## config.mk

```make
export PLATFORM = sky130hd
export DESIGN_NAME = handshake_responder
export DESIGN_NICKNAME = d
export VERILOG_FILES = /design/src/rtl/handshake_pkg.sv /design/src/rtl/handshake_responder_rise_delay_line.sv /design/src/rtl/handshake_responder.sv
export SDC_FILE = /design/constraint.sdc
export NUM_CORES = 1
export LEC_CHECK = 0
export ABC_AREA = 1
export CORE_UTILIZATION = 45
export CTS_BUF_LIST = sky130_fd_sc_hd__clkbuf_4 sky130_fd_sc_hd__clkbuf_8
export DETAILED_ROUTE_END_ITERATION = 7
export PLACE_DENSITY = 0.7
export REMOVE_ABC_BUFFERS = 1
export SLEW_MARGIN = 20
export SYNTH_ARGS = -nofsm -noshare
export SYNTH_HDL_FRONTEND = slang
export SYNTH_SLANG_ARGS = --single-unit
```

## constraint.sdc

```tcl
create_clock -name clk -period 1.3 [get_ports clk]
set_clock_uncertainty 0.15 [all_clocks]
set_input_delay 0.325 -clock clk [delete_from_list [all_inputs] [get_ports clk]]
set_output_delay 0.325 -clock clk [all_outputs]
set_load 0.05 [all_outputs]
```

## src/rtl/handshake_pkg.sv

```systemverilog
// Shared constants and types for the handshake responder: legal parameter
// ranges and the data strobe state encoding.
package handshake_pkg;

  localparam int ACK_DELAY_MIN   = 2;
  localparam int ACK_DELAY_MAX   = 8;
  localparam int DATA_PERIOD_MIN = 3;
  localparam int DATA_PERIOD_MAX = 6;

  // Wide enough to hold DATA_PERIOD_MAX-1
  localparam int PCNT_W = $clog2(DATA_PERIOD_MAX);

  typedef enum logic {STROBE_IDLE, STROBE_RUN} strobe_state_t;

endpackage

```

## src/rtl/handshake_responder_rise_delay_line.sv

```systemverilog
// Fixed-depth shift register carrying rise events toward the ack logic;
// synchronous clear drops every event still in flight.
module rise_delay_line #(
  parameter int DEPTH = 1
) (
  input  logic clk,
  input  logic rst_n,
  input  logic din,
  output logic dout
);

  logic [DEPTH-1:0] stages;

  always_ff @(posedge clk) begin
    if (!rst_n) begin
      stages <= '0;
    end else begin
      stages[0] <= din;
      for (int i = 1; i < DEPTH; i++) stages[i] <= stages[i-1];
    end
  end

  assign dout = stages[DEPTH-1];

endmodule

```

## src/rtl/handshake_responder.sv

```systemverilog
// Drives ack/enable a fixed delay after each req rise and a free-running
// data strobe that starts on the first acknowledged request.
module handshake_responder
  import handshake_pkg::*;
#(
  parameter int ACK_DELAY   = 2,
  parameter int DATA_PERIOD = 4,
  parameter int CNT_W       = 8
) (
  input  logic             clk,
  input  logic             rst_n,
  input  logic             req,
  output logic             ack,
  output logic             enable,
  output logic             data,
  output logic             strobe_active,
  output logic [CNT_W-1:0] ack_count
);

  if (ACK_DELAY < ACK_DELAY_MIN || ACK_DELAY > ACK_DELAY_MAX) begin : g_bad_ack_delay
    $error("handshake_responder: ACK_DELAY %0d out of range", ACK_DELAY);
  end
  if (DATA_PERIOD < DATA_PERIOD_MIN || DATA_PERIOD > DATA_PERIOD_MAX) begin : g_bad_data_period
    $error("handshake_responder: DATA_PERIOD %0d out of range", DATA_PERIOD);
  end

  localparam logic [PCNT_W-1:0] PCNT_LOAD = PCNT_W'(DATA_PERIOD - 1);

  logic              req_q;
  logic              rise;
  logic              fire;
  logic              ack_nxt;
  strobe_state_t     state;
  logic [PCNT_W-1:0] period_cnt;

  // req_q resets high so a req already asserted at reset release is not a rise
  always_ff @(posedge clk) begin
    if (!rst_n) req_q <= 1'b1;
    else        req_q <= req;
  end

  assign rise = req & ~req_q;

  rise_delay_line #(.DEPTH(ACK_DELAY - 1)) u_delay (
    .clk   (clk),
    .rst_n (rst_n),
    .din   (rise),
    .dout  (fire)
  );

  // fire dominates a simultaneous req fall
  assign ack_nxt = fire | (ack & req);

  always_ff @(posedge clk) begin
    if (!rst_n) begin
      ack       <= 1'b0;
      enable    <= 1'b0;
      ack_count <= '0;
    end else begin
      ack    <= ack_nxt;
      enable <= ack_nxt;
      if (fire && ack_count != {CNT_W{1'b1}}) ack_count <= ack_count + CNT_W'(1);
    end
  end

  // Strobe is phased by the first fire only; later fires never re-phase it
  always_ff @(posedge clk) begin
    if (!rst_n) begin
      state         <= STROBE_IDLE;
      data          <= 1'b0;
      strobe_active <= 1'b0;
      period_cnt    <= '0;
    end else begin
      case (state)
        STROBE_IDLE: begin
          if (fire) begin
            state         <= STROBE_RUN;
            data          <= ~data;
            strobe_active <= 1'b1;
            period_cnt    <= PCNT_LOAD;
          end
        end
        STROBE_RUN: begin
          if (period_cnt == '0) begin
            data       <= ~data;
            period_cnt <= PCNT_LOAD;
          end else begin
            period_cnt <= period_cnt - PCNT_W'(1);
          end
        end
        default: state <= STROBE_IDLE;
      endcase
    end
  end

endmodule

```

**Run 1: clock nets**

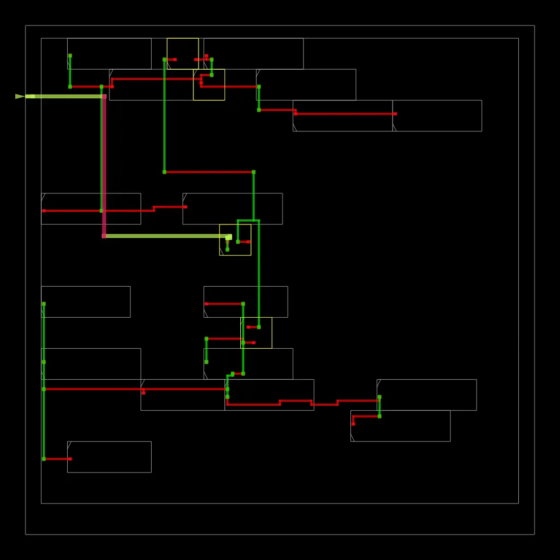
CLK BUF: 4
Insertion Delay late pin: 290 ps
CTS Buf Count: 3
clock-net power: 0.297 mW

**Run 1: sizing map**

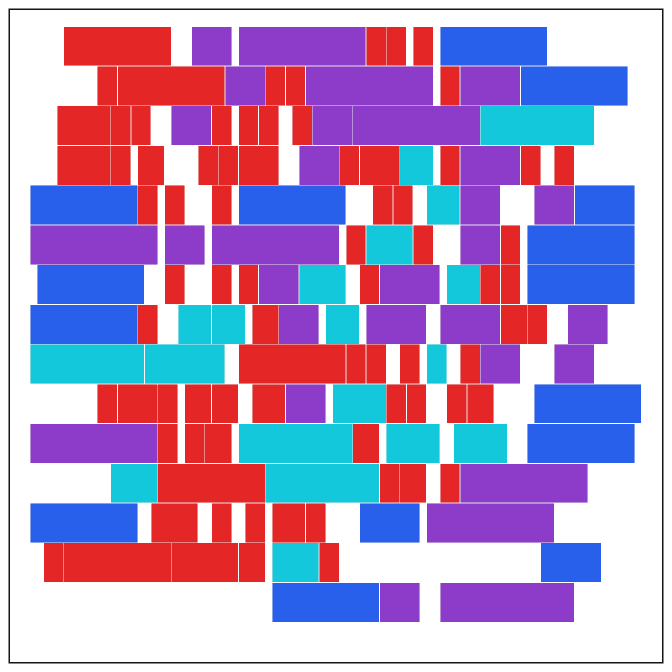
Key: x3 and x4 = purple [cells 30, share 21%]; x6 and larger = blue [cells 15, share 11%]; x2 = cyan [cells 19, share 13%]; x1 and smaller = red [cells 78, share 55%]
number of non-clock buffers: 29
worst setup margin: -89.56 ps
post-route cell area: 1333 um^2
area grow syn2layout: 62.84%

**Run 1: placed cells, one colour a class**

Scale bar: 10 um.
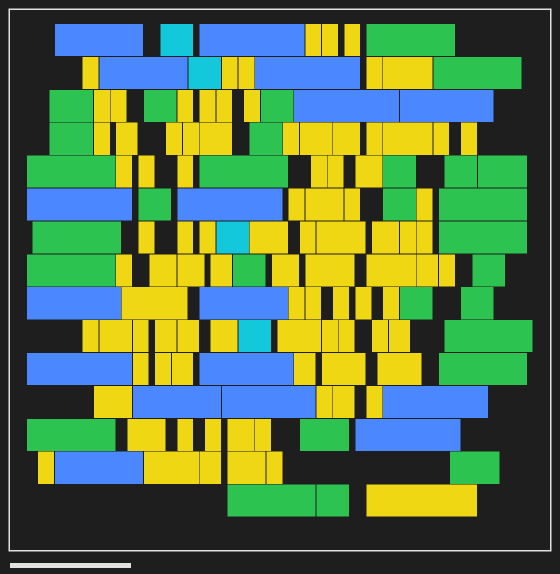
Key: clock drivers and dummy loads = cyan [cells 4, share of their area 2.3%]; remaining buffers and delay cells = green [cells 29, share of their area 30%]; registers = blue [cells 17, share of their area 29%]; remaining logic cells = yellow [cells 92, share of their area 39%]

==> deck_impl_summary.md, run 1 <==
Key Metrics from the Run

Outcome
  – Outcome: complete, but fails checks
  – Failing checks: setup timing

STA
  – Setup-failing EPs final: 10
  – Setup_tns: -430.7 ps
  – Worst setup margin: -89.56 ps
  – RSZ-0062 raised after global routing: yes

Pwr
  – Tot Pwr: 0.9956 mW
  – Switching Fraction: 25.88%
  – Sw Pwr: approximately 0.26 mW

Logic synthesis
  – Main area contributors after synthesis: dfxtp_1 (42%), nand2_1 (14%), nor2_1 (7.3%)
  – Post-synth EDFFs: 0
  – Most used flip-flop cell: dfxtp_1
  – FFs w/ async S/R, synth: 0%
  – Post-synth top cells: nand2_1 (30), dfxtp_1 (17), nor2_1 (16)

Clock tree
  – Clock Sinks: 17
  – CTS tree: yes

Setup path
  – Arrival @ worst endpoint: 910 ps
  – CP max stage cell: dfxtp_4
  – Startpoint types: register

Detailed routing
  – Vias per std cell: 4.862
  – Pre-antenna DRT Iters: 4

Finish
  – Combinational share of cell area: 34.46%
  – Dominant logic cell type in the layout: nand2_1
  – Nets: 149
## run 1: metrics by stage
step	hold slack (ps)	setup WS [ps]
final	241.9	-89.56
after global routing	250.3	-121.5
after CTS	246.3	-67.77
after detailed placement	233.2	-130.5
after global placement	221.7	-99.16
after floorplan	218.0	-478.2
## run 1: per-layer routing
| metal | wire length, um | part of all wire, % |
|---|---|---|
| met2 | 1108 | 55 |
| met3 | 67 | 3.4 |
| met1 | 811 | 41 |
| met4 | 12 | 0.60 |
| met5 | 0 | 0 |
## run 1: timing repair
| action | in CTS | in global routing |
|---|---|---|
| buffers inserted | 5 | 3 |
| endpoints found under the setup margin | 19 | 19 |
| cloned | 1 | 0 |
| pin swaps | 1 | 3 |
| gates resized | 25 | 14 |
==> run 2, diff against run 1 <==
ABC_AREA = unset   (was 1)
CORE_MARGIN = 2   (was unset)
PLACE_DENSITY = 0.71   (was 0.7)
**Run 2: placed cells, one colour a class**

Scale bar: 10 um.
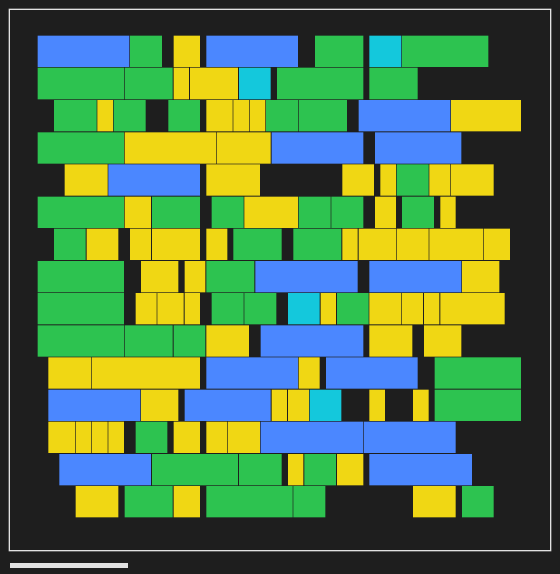
Key: clock drivers and dummy loads = cyan [cells 4, share of their area 2.2%]; registers = blue [cells 17, share of their area 27%]; remaining logic cells = yellow [cells 63, share of their area 34%]; remaining buffers and delay cells = green [cells 42, share of their area 37%]

==> deck_impl_summary.md, run 2 <==
Key Metrics from the Run

Finish
  – Nets: 133 (was 149)
  – Area grow syn2layout: 79.33% (was 62.84%)
  – Dominant logic cell type in the layout: buf_4 (was nand2_1)
  – Post-route cell area: 1400 um^2 (was 1333 um^2)

STA
  – RSZ-0062 raised after global routing: yes (unchanged)
  – Worst setup margin: -174.3 ps (was -89.56 ps)
  – Setup-failing EPs final: 17 (was 10)
  – Fin Hold WS: 247.5 ps (was 241.9 ps)
  – Setup_tns: -1309 ps (was -430.7 ps)

Logic synthesis
  – FFs w/ async S/R, synth: 0% (unchanged)
  – Main area contributors after synthesis: dfxtp_1 (44%), mux2i_1 (5.1%), ha_1 (4.8%) (was dfxtp_1 (42%), nand2_1 (14%), nor2_1 (7.3%))
  – Post-synth EDFFs: 0 (unchanged)
  – Post-synth top cells: dfxtp_1 (17), nand2_1 (7), nor2_1 (6), nor3_1 (6) (was nand2_1 (30), dfxtp_1 (17), nor2_1 (16))

Outcome
  – Outcome: complete, but fails checks (unchanged)
  – Failing checks: setup timing (unchanged)

Setup path
  – Startpoint types: register (unchanged)
  – Arrival @ worst endpoint: 1530 ps (was 910 ps)
  – CP max stage cell: dfxtp_4 (unchanged)

Clock tree
  – Clock Sinks: 17 (unchanged)
  – Postcts setup bufs: 10 (was 5)
  – CTS Buf Count: 3 (unchanged)
  – Insertion Delay late pin: 300 ps (was 290 ps)
  – Post_cts resized: 28 (was 25)
  – CTS tree: yes (unchanged)

Detailed routing
  – Pre-antenna DRT Iters: 4 (unchanged)
  – Vias per std cell: 5.909 (was 4.862)

Pwr
  – Sw Pwr: 0.2658 mW (was 0.2576 mW)
  – Tot Pwr: 0.9783 mW (was 0.9956 mW)

Place
  – Post-Place Worst Slack: -179.6 ps (was -130.5 ps)
**Run 2: clock distribution**

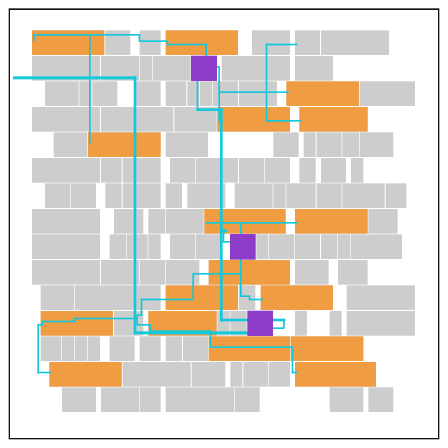
Key: flip-flops = orange [count 17]; clock wires = cyan [length 238 um]; clock-net drivers = purple [count 3]
There are 4 routed clock nets.
clock-net power: 0.303 mW
clock share of power: 31.0%

-- run 2: cell families (layout without fill, tap and decap cells) --
logic type,after synthesis,in the layout,synth area share [%]
fa+ha+maj,3,3,4.808
buf+inv,9,50,5.287
mux,4,4,5.128
simple gates,35,35,25.32
compound gates,17,17,15.87
flops,17,17,43.59
-- run 2: final cells by class --
type | count | area, um^2 | area share (%)
tap | 17 | 21.27 | 1.519
inverter | 4 | 15.01 | 1.072
sequential | 17 | 369.1 | 26.36
clock buffer | 3 | 22.52 | 1.609
clock inverter | 1 | 7.507 | 0.5362
timing repair buffer | 42 | 508.0 | 36.28
multi-input combinational | 59 | 456.7 | 32.62
-- run 2: routing by layer --
layer	share of wire [%]	wire, um	GRT usage, %
met5	0	0	0
met4	4.2	110	14.12
met2	52	1354	47.61
met1	39	1014	30.34
met3	5.6	146	6.746
Power and IR drop assume default switching activity.
